===== src/rtl/adc_current_seq.sv =====
// Round-robin scheduler sharing one current-sense ADC across NUM_CH channels,
// with per-channel debounced over-limit faults and a conversion-timeout fault.
module adc_current_seq #(
  parameter int CH_W       = 2,
  parameter int DATA_W     = 16,
  parameter int DEBOUNCE   = 3,
  parameter int TIMEOUT    = 1024,
  parameter int GAP_CYCLES = 16
) (
  input  logic                           clk,
  input  logic                           rstn,
  input  logic                           enable,
  input  logic                           clear_fail,
  input  logic [(2**CH_W)*DATA_W-1:0]    ch_limit,
  output logic                           adc_start,
  output logic [CH_W-1:0]                adc_ch,
  input  logic                           adc_done,
  input  logic [DATA_W-1:0]              adc_data,
  output logic                           sample_valid,
  output logic [CH_W-1:0]                sample_ch,
  output logic [DATA_W-1:0]              sample_data,
  output logic [(2**CH_W)-1:0]           fail_flags,
  output logic                           timeout_fail,
  output logic                           any_fail
);
  localparam int NUM_CH = 2**CH_W;
  localparam int TMR_W  = $clog2(TIMEOUT + 1);
  localparam int GAP_W  = $clog2(GAP_CYCLES + 1);
  localparam int CNT_W  = $clog2(DEBOUNCE + 1);

  typedef enum logic [2:0] {IDLE, START, WAIT, CHECK, GAP} state_t;

  state_t              state_reg, state_next;
  logic [CH_W-1:0]     ch_reg, ch_next;
  logic [TMR_W-1:0]    timer_reg, timer_next;
  logic [GAP_W-1:0]    gap_reg, gap_next;
  logic [DATA_W-1:0]   data_reg, data_next;
  logic                check_en;
  logic                timeout_set;
  logic                advance;
  logic [NUM_CH-1:0]   fail_set;

  always_ff @(posedge clk or negedge rstn) begin
    if (!rstn) begin
      state_reg <= IDLE;
      ch_reg    <= '0;
      timer_reg <= '0;
      gap_reg   <= '0;
      data_reg  <= '0;
    end else begin
      state_reg <= state_next;
      ch_reg    <= ch_next;
      timer_reg <= timer_next;
      gap_reg   <= gap_next;
      data_reg  <= data_next;
    end
  end

  always_comb begin
    state_next  = state_reg;
    ch_next     = ch_reg;
    timer_next  = timer_reg;
    gap_next    = gap_reg;
    data_next   = data_reg;
    adc_start   = 1'b0;
    check_en    = 1'b0;
    timeout_set = 1'b0;
    advance     = 1'b0;
    case (state_reg)
      IDLE: begin
        if (enable) begin
          ch_next    = '0;
          state_next = START;
        end
      end
      START: begin
        adc_start  = 1'b1;
        timer_next = '0;
        state_next = WAIT;
      end
      WAIT: begin
        if (adc_done) begin
          data_next  = adc_data;
          state_next = CHECK;
        end else if (timer_reg == TMR_W'(TIMEOUT - 1)) begin
          // A dead ADC skips this slot rather than stalling the whole scan.
          timeout_set = 1'b1;
          advance     = 1'b1;
        end else begin
          timer_next = timer_reg + 1'b1;
        end
      end
      CHECK: begin
        check_en = 1'b1;
        advance  = 1'b1;
      end
      GAP: begin
        if (gap_reg == GAP_W'(GAP_CYCLES - 1)) begin
          gap_next   = '0;
          ch_next    = '0;
          state_next = enable ? START : IDLE;
        end else begin
          gap_next = gap_reg + 1'b1;
        end
      end
      default: state_next = IDLE;
    endcase

    if (advance) begin
      if (!enable) begin
        state_next = IDLE;
        ch_next    = '0;
      end else if (ch_reg == CH_W'(NUM_CH - 1)) begin
        state_next = GAP;
        gap_next   = '0;
      end else begin
        ch_next    = ch_reg + 1'b1;
        state_next = START;
      end
    end
  end

  assign adc_ch = ch_reg;

  genvar gi;
  generate
    for (gi = 0; gi < NUM_CH; gi++) begin : g_ch
      logic [CNT_W-1:0] cnt_reg, cnt_next;
      logic             hit;
      logic             over;

      assign hit  = check_en && (ch_reg == CH_W'(gi));
      assign over = data_reg > ch_limit[gi*DATA_W +: DATA_W];

      // The check update is computed from the pre-clear count so a fault
      // reaching DEBOUNCE in the same cycle as clear_fail still latches.
      always_comb begin
        cnt_next = clear_fail ? '0 : cnt_reg;
        if (hit) begin
          if (!over)
            cnt_next = '0;
          else if (cnt_reg == CNT_W'(DEBOUNCE))
            cnt_next = CNT_W'(DEBOUNCE);
          else
            cnt_next = cnt_reg + 1'b1;
        end
      end

      assign fail_set[gi] = hit && over && (cnt_next == CNT_W'(DEBOUNCE));

      always_ff @(posedge clk or negedge rstn) begin
        if (!rstn)
          cnt_reg <= '0;
        else
          cnt_reg <= cnt_next;
      end
    end
  endgenerate

  always_ff @(posedge clk or negedge rstn) begin
    if (!rstn) begin
      sample_valid <= 1'b0;
      sample_ch    <= '0;
      sample_data  <= '0;
      fail_flags   <= '0;
      timeout_fail <= 1'b0;
      any_fail     <= 1'b0;
    end else begin
      sample_valid <= check_en;
      if (check_en) begin
        sample_ch   <= ch_reg;
        sample_data <= data_reg;
      end
      fail_flags   <= fail_set | (fail_flags & ~{NUM_CH{clear_fail}});
      timeout_fail <= timeout_set | (timeout_fail & ~clear_fail);
      any_fail     <= (|fail_flags) | timeout_fail;
    end
  end

endmodule


===== config.mk =====
export PLATFORM = sky130hd
export DESIGN_NAME = adc_current_seq
export DESIGN_NICKNAME = d
export VERILOG_FILES = /design/src/rtl/adc_current_seq.sv
export SDC_FILE = /design/constraint.sdc
export NUM_CORES = 1
export LEC_CHECK = 0
export CAP_MARGIN = 25
export CORE_UTILIZATION = 50
export CTS_CLUSTER_DIAMETER = 40
export DETAILED_ROUTE_END_ITERATION = 10
export PLACE_DENSITY = 0.81
export SLEW_MARGIN = 20
export SYNTH_ARGS = -nofsm -noshare
export SYNTH_HDL_FRONTEND = slang
export SYNTH_SLANG_ARGS = --single-unit

===== constraint.sdc =====
create_clock -name clk -period 5.54 [get_ports clk]
set_clock_uncertainty 0.15 [all_clocks]
set_input_delay 1.662 -clock clk [delete_from_list [all_inputs] [get_ports clk]]
set_output_delay 1.662 -clock clk [all_outputs]
set_load 0.03 [all_outputs]

Figure 1. Signal wires by layer (run 1).
Scale bar: 20 µm. Two of the layers only.
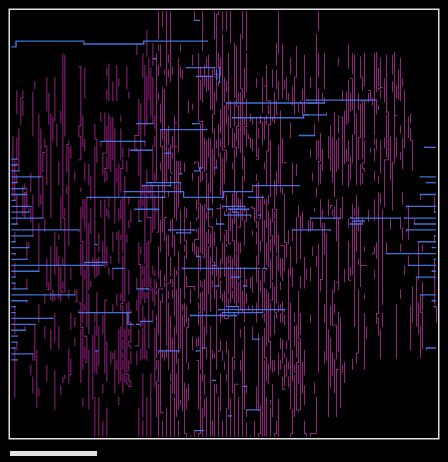
metal 2: in magenta, wire length 5,990 µm. metal 3: in blue, wire length 630 µm.
total routing resource utilization after global routing: 26.5%
aggregate routed wire length: 12,300 µm
routed vias: 4,213

Figure 2. The clock network (run 1).
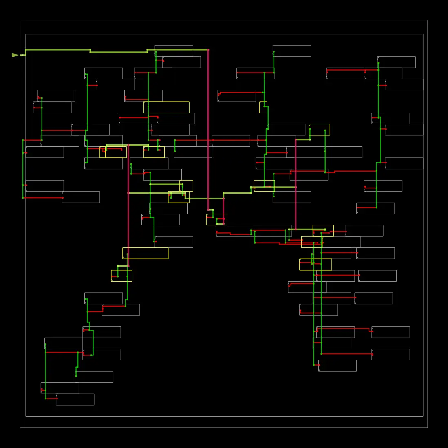
number of buffers created by CTS: 9
Clk. pwr: 0.000462 W
number of clock buffer instances in the layout: 11
clock latency on the worst-skew pair: 0.34 ns

Figure 3. Cell classes on the final placement (run 1).
Fill, decap, tap and diode cells in grey.
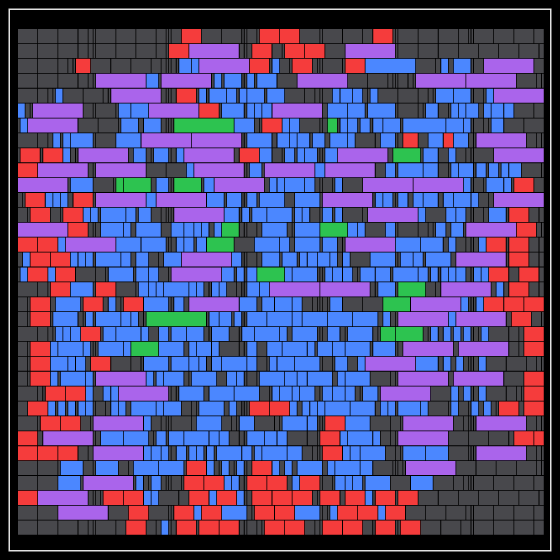
clock drivers and dummy loads: in green, cells 16, share of their area 3.7%. sequential cells: in purple, cells 70, share of their area 29%. remaining buffers and delay cells: in red, cells 115, share of their area 19%. combinational and other logic: in blue, cells 436, share of their area 48%.
num rows: 34
area inside the core boundary: 0.00889 mm²
Seq area share: 28.6%
cell area after layout: 0.00613 mm²

==> summary.rpt, run 1 <==
FLOW METRICS REPORT
----------------------------------------------------
[Die]
  Die Area ........................ 0.00972 mm²

[GRT]
  M1 GR Usage ........................ 32.2%
  Global Route met3 Usage ........................ 4.40%

[Logic synthesis]
  Yosys chip area ........................ approximately 0.0047 mm²
  Ys async rst share ........................ 100%
  And-or/or-and share of the synthesized area ........................ between 10% and 20%
  Dominant cells by area after synthesis ........................ sky130_fd_sc_hd__dfrtp_1 (38%), sky130_fd_sc_hd__ha_1 (19%), sky130_fd_sc_hd__nand2_1 (6.3%)
  Avg Synthesized Cell Area ........................ approximately 9.1 µm²

[Power and ir drop]
  Power per standard cell area ........................ 433 mW/mm²
  Dominant power group ........................ combinational cells
  Sw Pwr ........................ ~0.0011 W
  Net switching share of the total power ........................ between 40% and 50%
  Peak supply drop ........................ between 300 and 400 µV
  Sequential share of power ........................ about 34%
  Comb power ........................ 0.00130 W

[Flow run]
  Number of warnings the tools reported ........................ 29
  Number of max-cap violations ........................ 0

[Worst setup path]
  Critical path endpoint ........................ adc_start
  Critical path peak fanout ........................ 9
  RR Startpoint ........................ state_reg[2]
  Data arrival time of the worst path ........................ around 2.3 ns
  Crit path from ........................ state_reg[2]
  Crit path required time ........................ between 3 and 4 ns
  Critical Path Source Type ........................ flip-flop

[STA]
  Clock period minus worst slack ........................ about 4.1 ns
  Count of final max-slew check failures ........................ 0
  Final tally of hold violations ........................ 0
  Slew margin rel. ........................ approximately a third

[Outcome]
  Result of the run ........................ completed

[Route]
  Uppermost signal routing layer after detailed routing ........................ met4

[Worst hold path]
  Hold_sp ........................ sample_data[3]
  Min-delay worst type ........................ reg -> reg

[Placed design]
  Number of placed instances with taps included ........................ 729
  Post-DP HPWL ........................ 9670 µm

[Layout]
  Multi-input gate count ........................ 361
  Fin nets ........................ approximately 790
  Most frequent logic cells in the routed design ........................ sky130_fd_sc_hd__clkdlybuf4s50_1 (111), sky130_fd_sc_hd__nand2_1 (78), sky130_fd_sc_hd__inv_1 (73)
  ClkCell Share ........................ 3.63%
  MI comb area ........................ 0.00261 mm²

[Clock tree]
  Post-CTS Repair Setup Buffers ........................ 0
  Clock Root Buffer ........................ sky130_fd_sc_hd__clkbuf_8

----------------------------------------------------
==> inputs of run 2 (changes only) <==
--- a/config.mk
+++ b/config.mk
@@ -6,10 +6,10 @@
 export NUM_CORES = 1
 export LEC_CHECK = 0
 export CAP_MARGIN = 25
-export CORE_UTILIZATION = 50
+export CORE_UTILIZATION = 46
 export CTS_CLUSTER_DIAMETER = 40
 export DETAILED_ROUTE_END_ITERATION = 10
-export PLACE_DENSITY = 0.81
+export PLACE_DENSITY = 0.78
 export SLEW_MARGIN = 20
 export SYNTH_ARGS = -nofsm -noshare
 export SYNTH_HDL_FRONTEND = slang
==> constraint.sdc (replaced) <==
create_clock -name clk -period 3.7 [get_ports clk]
set_clock_uncertainty 0.15 [all_clocks]
set_input_delay 1.11 -clock clk [delete_from_list [all_inputs] [get_ports clk]]
set_output_delay 1.11 -clock clk [all_outputs]
set_load 0.03 [all_outputs]
Figure 4. Cell classes on the final placement (run 2).
Fill, decap, tap and diode cells in grey.
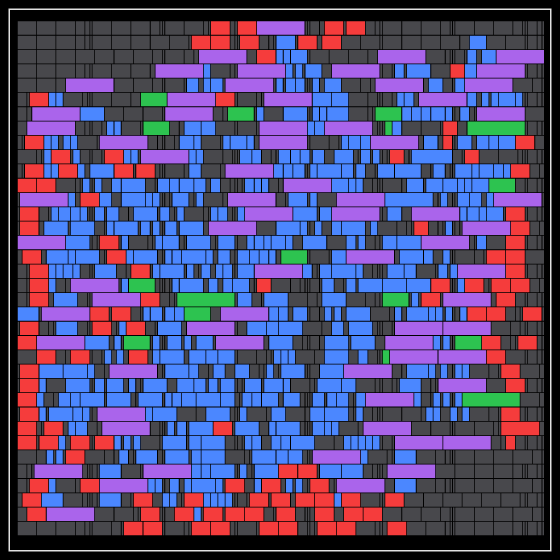
combinational and other logic: in blue, cells 436, share of their area 48%. sequential cells: in purple, cells 70, share of their area 29%. remaining buffers and delay cells: in red, cells 120, share of their area 20%. clock drivers and dummy loads: in green, cells 16, share of their area 4.1%.
cell area after layout: 0.00624 mm²
end-of-flow core utilization: 63.6%
area inside the core boundary: 0.00982 mm²
Seq area share: 28.1%

Figure 5. Signal wires by layer (run 2).
Scale bar: 20 µm. Two of the layers only.
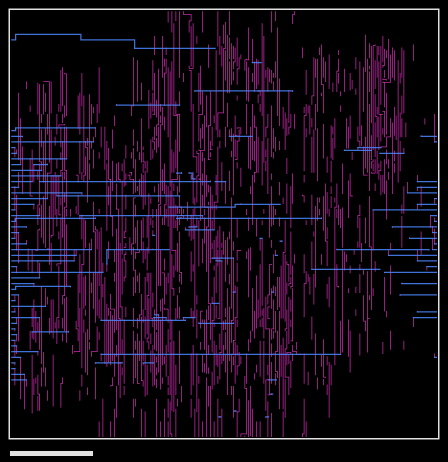
metal 2: in magenta, wire length 6,170 µm. metal 3: in blue, wire length 888 µm.
Wirelength per Cell: 16.3 µm
aggregate routed wire length: 12,600 µm
routed vias: 4,253
total routing resource utilization after global routing: 25.8%

==> run 2 against run 1 <==
Non-clock buffer count up 5. Largest power group unchanged. Clock power up 69%. Via count up 0.95%. Final area up 1.8%. Global-route usage down 0.77 points. Largest cell class unchanged. Highest routed layer unchanged.
==> summary.rpt, run 2 <==
FLOW METRICS REPORT
----------------------------------------------------
[Power and ir drop]
  Sequential share of power ........................ 32.9%
  Clk. pwr ........................ 0.000781 W
  Sw Pwr ........................ 0.00172 W
  Peak supply drop ........................ around 360 µV
  Comb power ........................ 0.00198 W

[Flow run]
  Number of max-cap violations ........................ 0
  Number of warnings the tools reported ........................ 29

[STA]
  Slew margin rel. ........................ 45.1%
  Clock period minus worst slack ........................ 3.48 ns
  Count of final max-slew check failures ........................ 0

[Worst hold path]
  Min-delay worst type ........................ reg -> reg

[Clock tree]
  Post-CTS Repair Setup Buffers ........................ 0

[Worst setup path]
  Critical Path Source Type ........................ flip-flop
  Critical path peak fanout ........................ 9
  RR Startpoint ........................ state_reg[2]
  Crit path from ........................ state_reg[2]
  Critical path endpoint ........................ adc_start

[GRT]
  Global Route met3 Usage ........................ 8.41%
  M1 GR Usage ........................ between 20% and 30%

[Die]
  Die Area ........................ 0.0106 mm²
  Num rows ........................ 36

[Layout]
  Most frequent logic cells in the routed design ........................ sky130_fd_sc_hd__clkdlybuf4s50_1 (111), sky130_fd_sc_hd__nand2_1 (78), sky130_fd_sc_hd__inv_1 (73)
  ClkCell Share ........................ between 3 and 4%
  Number of clock buffer instances in the layout ........................ 13

[Outcome]
  Result of the run ........................ completed

----------------------------------------------------
No activity file was given, so power comes from the tool's default toggle rates.
